===== config.mk =====
export PLATFORM = sky130hd
export DESIGN_NAME = netwalk_dataplane_output_merger
export DESIGN_NICKNAME = d
export VERILOG_FILES = /design/src/rtl/netwalk_dataplane_output_merger.sv
export SDC_FILE = /design/constraint.sdc
export NUM_CORES = 2
export LEC_CHECK = 0
export ABC_CLOCK_PERIOD_IN_PS = 57400
export CAP_MARGIN = 20
export CORE_MARGIN = 3
export CORE_UTILIZATION = 25
export CTS_BUF_LIST = sky130_fd_sc_hd__clkbuf_8
export DETAILED_ROUTE_END_ITERATION = 8
export GPL_TIMING_DRIVEN = 0
export PLACE_DENSITY = 0.52
export REMOVE_ABC_BUFFERS = 1
export SYNTH_ARGS = -nofsm -noshare
export SYNTH_HDL_FRONTEND = slang
export SYNTH_MEMORY_MAX_BITS = 65536
export SYNTH_SLANG_ARGS = --single-unit

===== constraint.sdc =====
create_clock -name dpl_clk -period 57.4 [get_ports dpl_clk]
set_input_delay 11.48 -clock dpl_clk [delete_from_list [all_inputs] [get_ports dpl_clk]]
set_output_delay 11.48 -clock dpl_clk [all_outputs]
set_load 0.01 [all_outputs]

===== src/rtl/netwalk_dataplane_output_merger.sv =====
// NetWalk dataplane output stage. Merges N header channels through per-channel
// FIFOs into one valid/ready stream, with fixed-priority or round-robin arbitration.

module netwalk_dataplane_output_merger_fifo #(
    parameter int ENTRY_W    = 613,
    parameter int DEPTH_LOG2 = 2,
    parameter int DCW        = 32
) (
    input  logic               clk,
    input  logic               rst_n,
    input  logic               push,
    input  logic               pop,
    input  logic               drop_clear,
    input  logic [ENTRY_W-1:0] wdata,
    output logic [ENTRY_W-1:0] rdata,
    output logic               empty,
    output logic               full,
    output logic [DCW-1:0]     drop_count
);
    localparam int DEPTH = 1 << DEPTH_LOG2;

    logic [ENTRY_W-1:0]  mem [DEPTH];
    logic [DEPTH_LOG2:0] wr_ptr, rd_ptr, wr_nxt, rd_nxt;
    logic                do_push, do_drop, do_pop;

    // A push into a full FIFO is dropped even when a pop frees a slot on the same edge.
    assign do_push = push & ~full;
    assign do_drop = push & full;
    assign do_pop  = pop & ~empty;
    assign wr_nxt  = wr_ptr + (DEPTH_LOG2+1)'(do_push);
    assign rd_nxt  = rd_ptr + (DEPTH_LOG2+1)'(do_pop);
    assign rdata   = mem[rd_ptr[DEPTH_LOG2-1:0]];

    always_ff @(posedge clk or negedge rst_n) begin
        if (!rst_n) begin
            wr_ptr <= '0;
            rd_ptr <= '0;
            empty  <= 1'b1;
            full   <= 1'b0;
        end else begin
            wr_ptr <= wr_nxt;
            rd_ptr <= rd_nxt;
            empty  <= (wr_nxt == rd_nxt);
            full   <= ((wr_nxt ^ rd_nxt) == {1'b1, {DEPTH_LOG2{1'b0}}});
        end
    end

    always_ff @(posedge clk) begin
        if (do_push) mem[wr_ptr[DEPTH_LOG2-1:0]] <= wdata;
    end

    always_ff @(posedge clk or negedge rst_n) begin
        if (!rst_n)                      drop_count <= '0;
        else if (drop_clear)             drop_count <= '0;
        else if (do_drop && !(&drop_count)) drop_count <= drop_count + 1'b1;
    end
endmodule

module netwalk_dataplane_output_merger #(
    parameter int NUM_CH            = 2,
    parameter int CH_SEL_WIDTH      = 1,
    parameter int MISS_CH           = 1,
    parameter int DPL_PKT_BIT_WIDTH = 608,
    parameter int OF_FLOW_TAG_WIDTH = 5,
    parameter int FIFO_DEPTH_LOG2   = 2,
    parameter int DROP_COUNTER_SIZE = 32
) (
    input  logic                                  dpl_clk,
    input  logic                                  dpl_reset,
    input  logic                                  dpl_arb_mode,
    input  logic [NUM_CH*DPL_PKT_BIT_WIDTH-1:0]   dpl_ch_pkt_header,
    input  logic [NUM_CH*OF_FLOW_TAG_WIDTH-1:0]   dpl_ch_flow_tag,
    input  logic [NUM_CH-1:0]                     dpl_ch_valid,
    output logic [DPL_PKT_BIT_WIDTH-1:0]          dpl_pkt_header_out,
    output logic [OF_FLOW_TAG_WIDTH-1:0]          dpl_flow_tag,
    output logic [CH_SEL_WIDTH-1:0]               dpl_src_ch,
    output logic                                  dpl_of_table_missed,
    output logic                                  dpl_pkt_header_out_enable,
    input  logic                                  dpl_pkt_header_out_ready,
    output logic [NUM_CH-1:0]                     dpl_fifo_full,
    output logic [NUM_CH*DROP_COUNTER_SIZE-1:0]   dpl_drop_count,
    input  logic                                  dpl_drop_clear
);
    localparam int ENTRY_W = DPL_PKT_BIT_WIDTH + OF_FLOW_TAG_WIDTH;

    logic [NUM_CH-1:0][ENTRY_W-1:0] fifo_rdata;
    logic [NUM_CH-1:0]              fifo_empty;
    logic [NUM_CH-1:0]              pop;
    logic [CH_SEL_WIDTH-1:0]        grant, rr_ptr;
    logic                           grant_vld, load;
    logic [ENTRY_W-1:0]             grant_data;

    for (genvar g = 0; g < NUM_CH; g++) begin : g_ch
        netwalk_dataplane_output_merger_fifo #(
            .ENTRY_W    (ENTRY_W),
            .DEPTH_LOG2 (FIFO_DEPTH_LOG2),
            .DCW        (DROP_COUNTER_SIZE)
        ) u_fifo (
            .clk        (dpl_clk),
            .rst_n      (dpl_reset),
            .push       (dpl_ch_valid[g]),
            .pop        (pop[g]),
            .drop_clear (dpl_drop_clear),
            .wdata      ({dpl_ch_pkt_header[g*DPL_PKT_BIT_WIDTH +: DPL_PKT_BIT_WIDTH],
                          dpl_ch_flow_tag[g*OF_FLOW_TAG_WIDTH +: OF_FLOW_TAG_WIDTH]}),
            .rdata      (fifo_rdata[g]),
            .empty      (fifo_empty[g]),
            .full       (dpl_fifo_full[g]),
            .drop_count (dpl_drop_count[g*DROP_COUNTER_SIZE +: DROP_COUNTER_SIZE])
        );
    end

    // Descending scans so the last hit (lowest index / nearest after ptr) wins.
    always_comb begin
        grant_vld = 1'b0;
        grant     = '0;
        if (!dpl_arb_mode) begin
            for (int i = NUM_CH-1; i >= 0; i--) begin
                if (!fifo_empty[i]) begin
                    grant_vld = 1'b1;
                    grant     = CH_SEL_WIDTH'(i);
                end
            end
        end else begin
            for (int k = NUM_CH; k >= 1; k--) begin
                if (!fifo_empty[(int'(rr_ptr) + k) % NUM_CH]) begin
                    grant_vld = 1'b1;
                    grant     = CH_SEL_WIDTH'((int'(rr_ptr) + k) % NUM_CH);
                end
            end
        end
    end

    assign load       = (!dpl_pkt_header_out_enable || dpl_pkt_header_out_ready) && grant_vld;
    assign grant_data = fifo_rdata[grant];

    always_comb begin
        pop = '0;
        for (int i = 0; i < NUM_CH; i++) pop[i] = load && (grant == CH_SEL_WIDTH'(i));
    end

    always_ff @(posedge dpl_clk or negedge dpl_reset) begin
        if (!dpl_reset) begin
            dpl_pkt_header_out        <= '0;
            dpl_flow_tag              <= '0;
            dpl_src_ch                <= '0;
            dpl_of_table_missed       <= 1'b0;
            dpl_pkt_header_out_enable <= 1'b0;
            rr_ptr                    <= CH_SEL_WIDTH'(NUM_CH-1);
        end else if (load) begin
            {dpl_pkt_header_out, dpl_flow_tag} <= grant_data;
            dpl_src_ch                <= grant;
            dpl_of_table_missed       <= (grant == CH_SEL_WIDTH'(MISS_CH));
            dpl_pkt_header_out_enable <= 1'b1;
            rr_ptr                    <= grant;
        end else if (dpl_pkt_header_out_enable && dpl_pkt_header_out_ready) begin
            // Accepted with nothing queued: data/tag/src keep their last values.
            dpl_pkt_header_out_enable <= 1'b0;
            dpl_of_table_missed       <= 1'b0;
        end
    end
endmodule


==> flow_summary.yaml <==
# yosys + openroad results
outcome:
  status: "completed"
floorplanning:
  die_h_um: 913.8
  die_x_um: 913.8
  initial_utilization_pct: 25.14
logic_synthesis:
  syn_inst: 9554
  synth-async-reset-ratio_pct: 12.44
  edf_count: 4904
  dominant_non_sequential_cell_family_after_synthesis: "multiplexers"
  synth.cellmix.adderShare_pct: 0.06073
  yosysUniqueCellTypes: 60
  xor_area_share_pct: 0.08927
  top_cell: "edfxtp_1"
  yosysTopAreaCellShare_pct: 71.47
  compound_area_share_pct: 2.493
  yosys.stat.chipArea_um2: 206000
  topCellsByArea: "edfxtp_1, mux4_2, dfrtp_1, nand2_1, a22oi_1"
  yosysSeqAreaShare_pct: 79.94
  flop_cell: "edfxtp_1"
  muxShareOfSynthArea_pct: 13.48
  post_synth.cell_area_avg_um2: 21.57
  ys.warnings.count: 0
min_path:
  holdPathStages: 1
clock_tree:
  clk_pin_slew_worst_paths_ns: 0.06
  clockRootBuffer: "clkbuf_8"
timing:
  finalCriticalPeriod_ns: 15.67
  relSlewSlack_pct: 27.11
  fmax_mhz: 63.81
  final_min_period_over_clock_period_pct: 27.30
global_routing:
  wire_length_of_the_first_global_routing_pass_um: 972400
  via_count_of_the_first_global_routing_pass: 112500
  groute.usage.overall_pct: 16.51
critical_path:
  worst-endpoint-arrival_ns: 16.69
  path_common_cell: "buf_6"
  critical_path.endpoint: "g_ch[0].u_fifo.mem[0][413]"
  worstRegToRegCells: 24
  maximum_net_fanout_on_the_critical_path: 9
  worst_path_dominant_cell_family: "buffers and inverters"
  worstSetupPathType: "in2reg"
route:
  routed_wire_length_per_instance_um: 29.30
  vias_after_detailed_routing: 110300
  final_antenna_net_count: 0
  number_of_remaining_drc_errors: 0
power_and_ir_drop:
  cellLeakagePower_nw: 90.88
  cellPowerDensity_nw_per_um2: 50.67
final_layout:
  drive_above_1_share_pct: 23.79
place:
  gp_routability_congestion: 0.7640
==> cells by family (layout without fill, tap and decap cells) <==
kind of cell / count (synthesis) / after routing
other: 0 / 131
XOR/XNOR: 21 / 21
flip-flops: 5601 / 5601
adder cells (fa/ha/maj): 10 / 10
AND/OR/NAND/NOR: 1470 / 1470
buffers and inverters: 508 / 4331
multiplexers: 1241 / 1241
AND-OR/OR-AND: 703 / 703
==> area by class of cell <==
| class | instances | area, µm² | share of cell area, % |
|---|---|---|---|
| Multi-Input combinational cell | 3445 | 39320 | 14.70 |
| Tap cell | 10860 | 13580 | 5.078 |
| Sequential cell | 5601 | 164700 | 61.59 |
| Inverter | 10 | 37.54 | 0.01403 |
| Clock inverter | 760 | 5276 | 1.973 |
| Clock buffer | 1058 | 14560 | 5.444 |
| Antenna cell | 131 | 327.8 | 0.1226 |
| Timing Repair Buffer | 2503 | 29630 | 11.08 |
==> worst register-to-register path: stages, from the launching register on <==
cell	delay (ns)
dfrtp_1	0.60
nor2b_1	0.41
nor3b_2	0.31
buf_6	0.21
buf_4	0.24
buf_6	0.16
buf_6	0.18
buf_6	0.19
buf_6	0.17
buf_6	0.18
buf_8	0.16
buf_6	0.15
buf_6	0.15
buf_6	0.17
buf_6	0.19
buf_8	0.17
buf_8	0.17
buf_8	0.16
buf_6	0.16
buf_8	0.16
buf_6	0.15
buf_6	0.18
buf_6	0.20
buf_6	0.19
buf_8	0.15
==> flip-flops by register name, indices dropped and copies added, names as in the netlist <==
signal and cells:
rr_ptr 1, dpl_pkt_header_out_enable 1, g_ch.u_fifo.empty 2, dpl_flow_tag 5, dpl_src_ch 1, g_ch.u_fifo.mem 4904, g_ch.u_fifo.drop_count 64, dpl_pkt_header_out 608
g_ch.u_fifo.full 2, g_ch.u_fifo.wr_ptr 6, g_ch.u_fifo.rd_ptr 6, dpl_of_table_missed 1
==> per-stage QoR <==
step / area [µm²] / power, mW / std cells / setup WS [ns] / setup TNS [ns]
final: 267500 / 13.55 / 24360 / 41.73 / 0
after global routing: 267300 / 14.19 / 24310 / 41.59 / 0
after CTS: 267100 / 13.83 / 24230 / 41.87 / 0
after detailed placement: 247300 / 10.10 / 22410 / 40.32 / 0
after global placement: 236700 / 16.02 / 21830 / -90.95 / -
after floorplan: 204000 / 10.44 / 9056 / -0.8689 / -1060.69
==> layout by cell type (no fill, tap or decap), drive strengths merged, types with 11 or more instances in the layout <==
master         instances
o31ai                 12
a21oi                 40
nor2                  44
clkdlybuf4s50       1912
nand4                 21
inv                  399
dfrtp                694
nand3                 32
bufinv                43
o21ai                 23
nor4                  16
edfxtp              4904
diode                131
buf                  591
xnor2                 16
nor2b                 16
clkinv               318
a22oi                613
nand2               1261
mux2                  13
or4                   13
nor3                  11
or3                   19
mux4                1226
clkbuf              1058
==> per-layer routing <==
layer / global-route usage, % / wire (µm)
met1: 20.00 / 273400
met2: 26.94 / 343500
met3: 4.992 / 56990
met4: 7.927 / 38300
met5: 0 / 1606
==> where the power goes <==
| group | switching (mW) | internal, mW |
|---|---|---|
| clock | 1.75 | 1.92 |
| combinational | 2.34 | 1.89 |
| sequential | 0.269 | 5.38 |
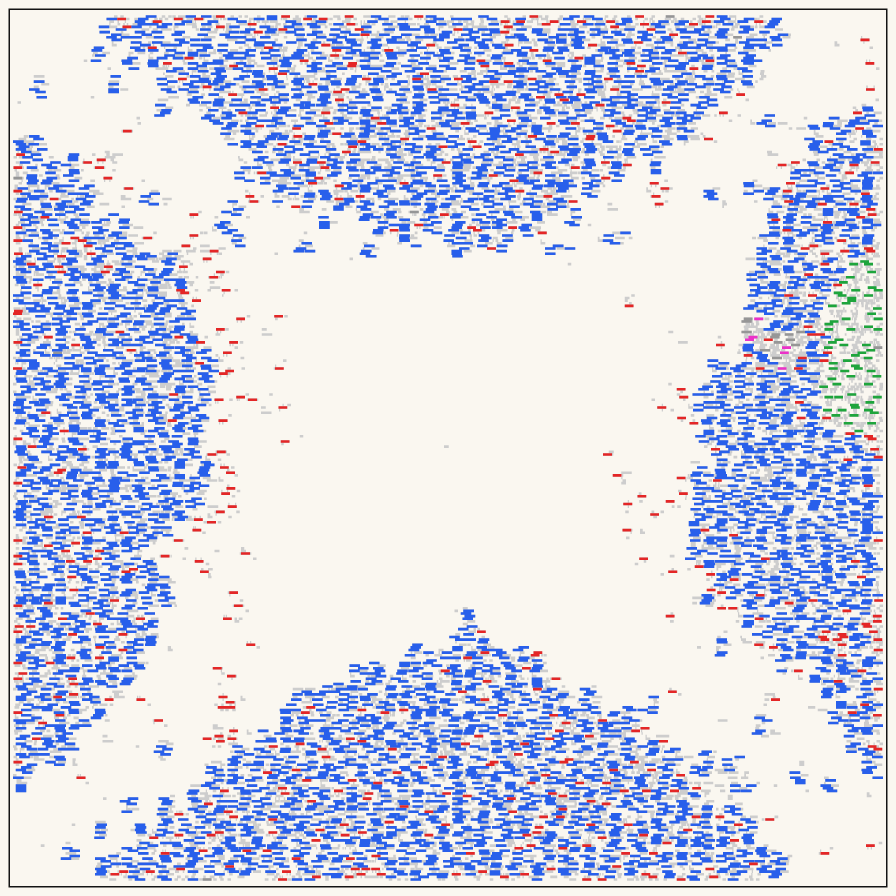
(images/ff_map.png)
Magenta stands for g_ch.u_fifo.wr_ptr, sequential cells 6. Green stands for g_ch.u_fifo.drop_count, sequential cells 64, where right middle. Red stands for dpl_pkt_header_out, sequential cells 608, where widely spread. Blue stands for g_ch.u_fifo.mem, sequential cells 4,904, where widely spread.
Another 19 sequential cells are not coloured.

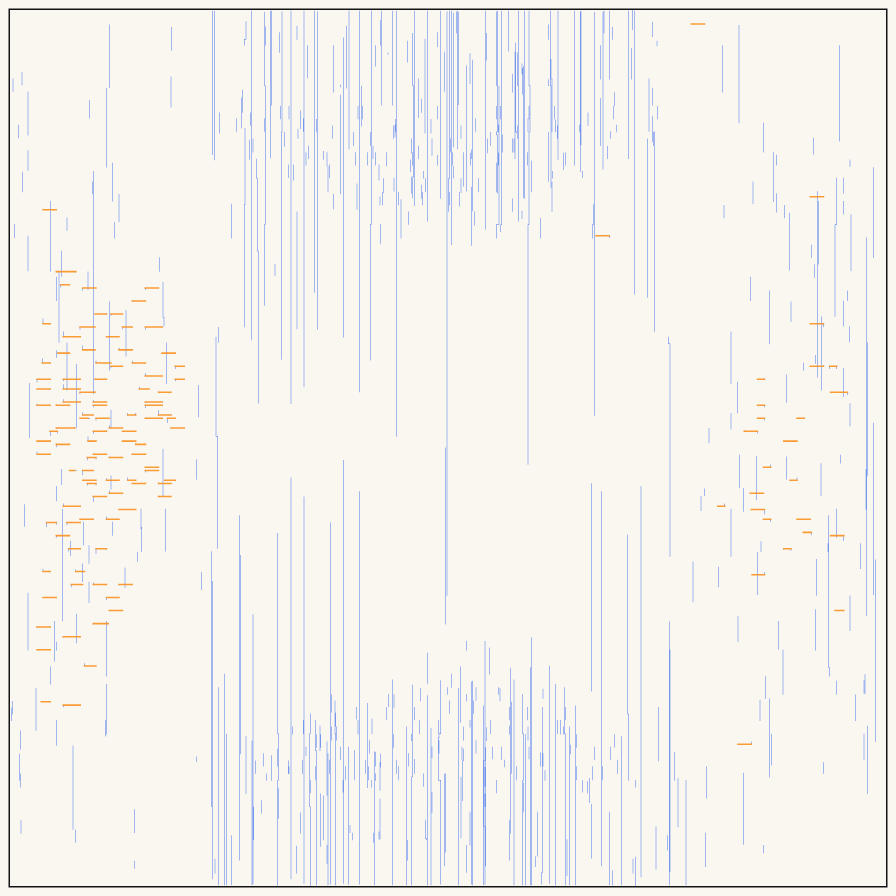
(images/layers.png)
Two of the layers only.
Orange stands for M5, wire length 1,610 µm. Blue stands for M4, wire length 38.3 mm.

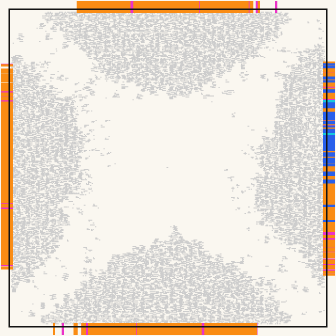
(images/pinout.png)
Pins as bars across the die edge, other pins in grey.
Cyan stands for dpl_fifo_full, pins 2, direction output, edge right. Blue stands for dpl_drop_count, pins 64, direction output, edge right. Magenta stands for dpl_pkt_header_out, pins 608, direction output, edge 219 bottom, 216 top, 89 right, 84 left. Orange stands for dpl_ch_pkt_header, pins 1,216, direction input, edge 330 bottom, 324 top, 313 left, 249 right.
All pins by edge: 552 bottom, 547 top, 413 right, 403 left.

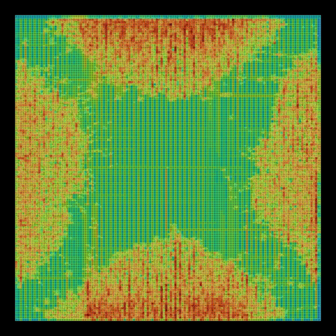
(images/congestion_map.png)
met1 usage: 20.00%
final core utilization: 32.63%
most congested layer reported by global routing: met2

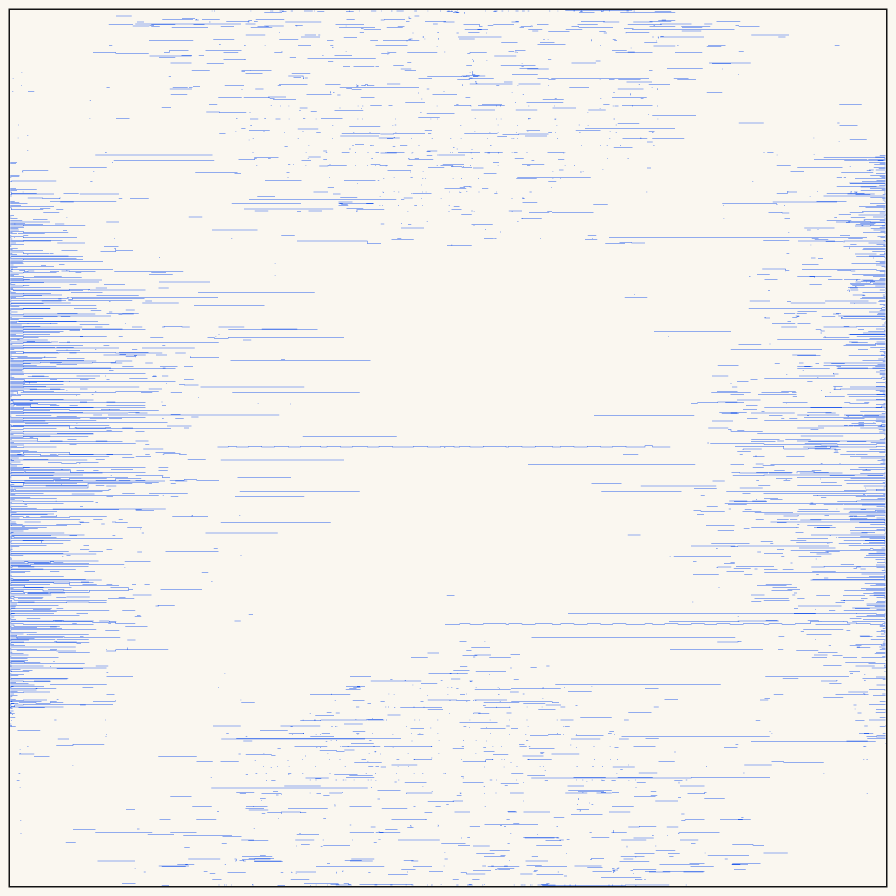
(images/m3.png)
The layer carries 57.0 mm of wire. The longest straight run is 301 µm. 1,661 nets have wire on it. The layer holds 8.0% of the routed length.

Power figures rest on the tool's default switching activity, not on a simulated workload.
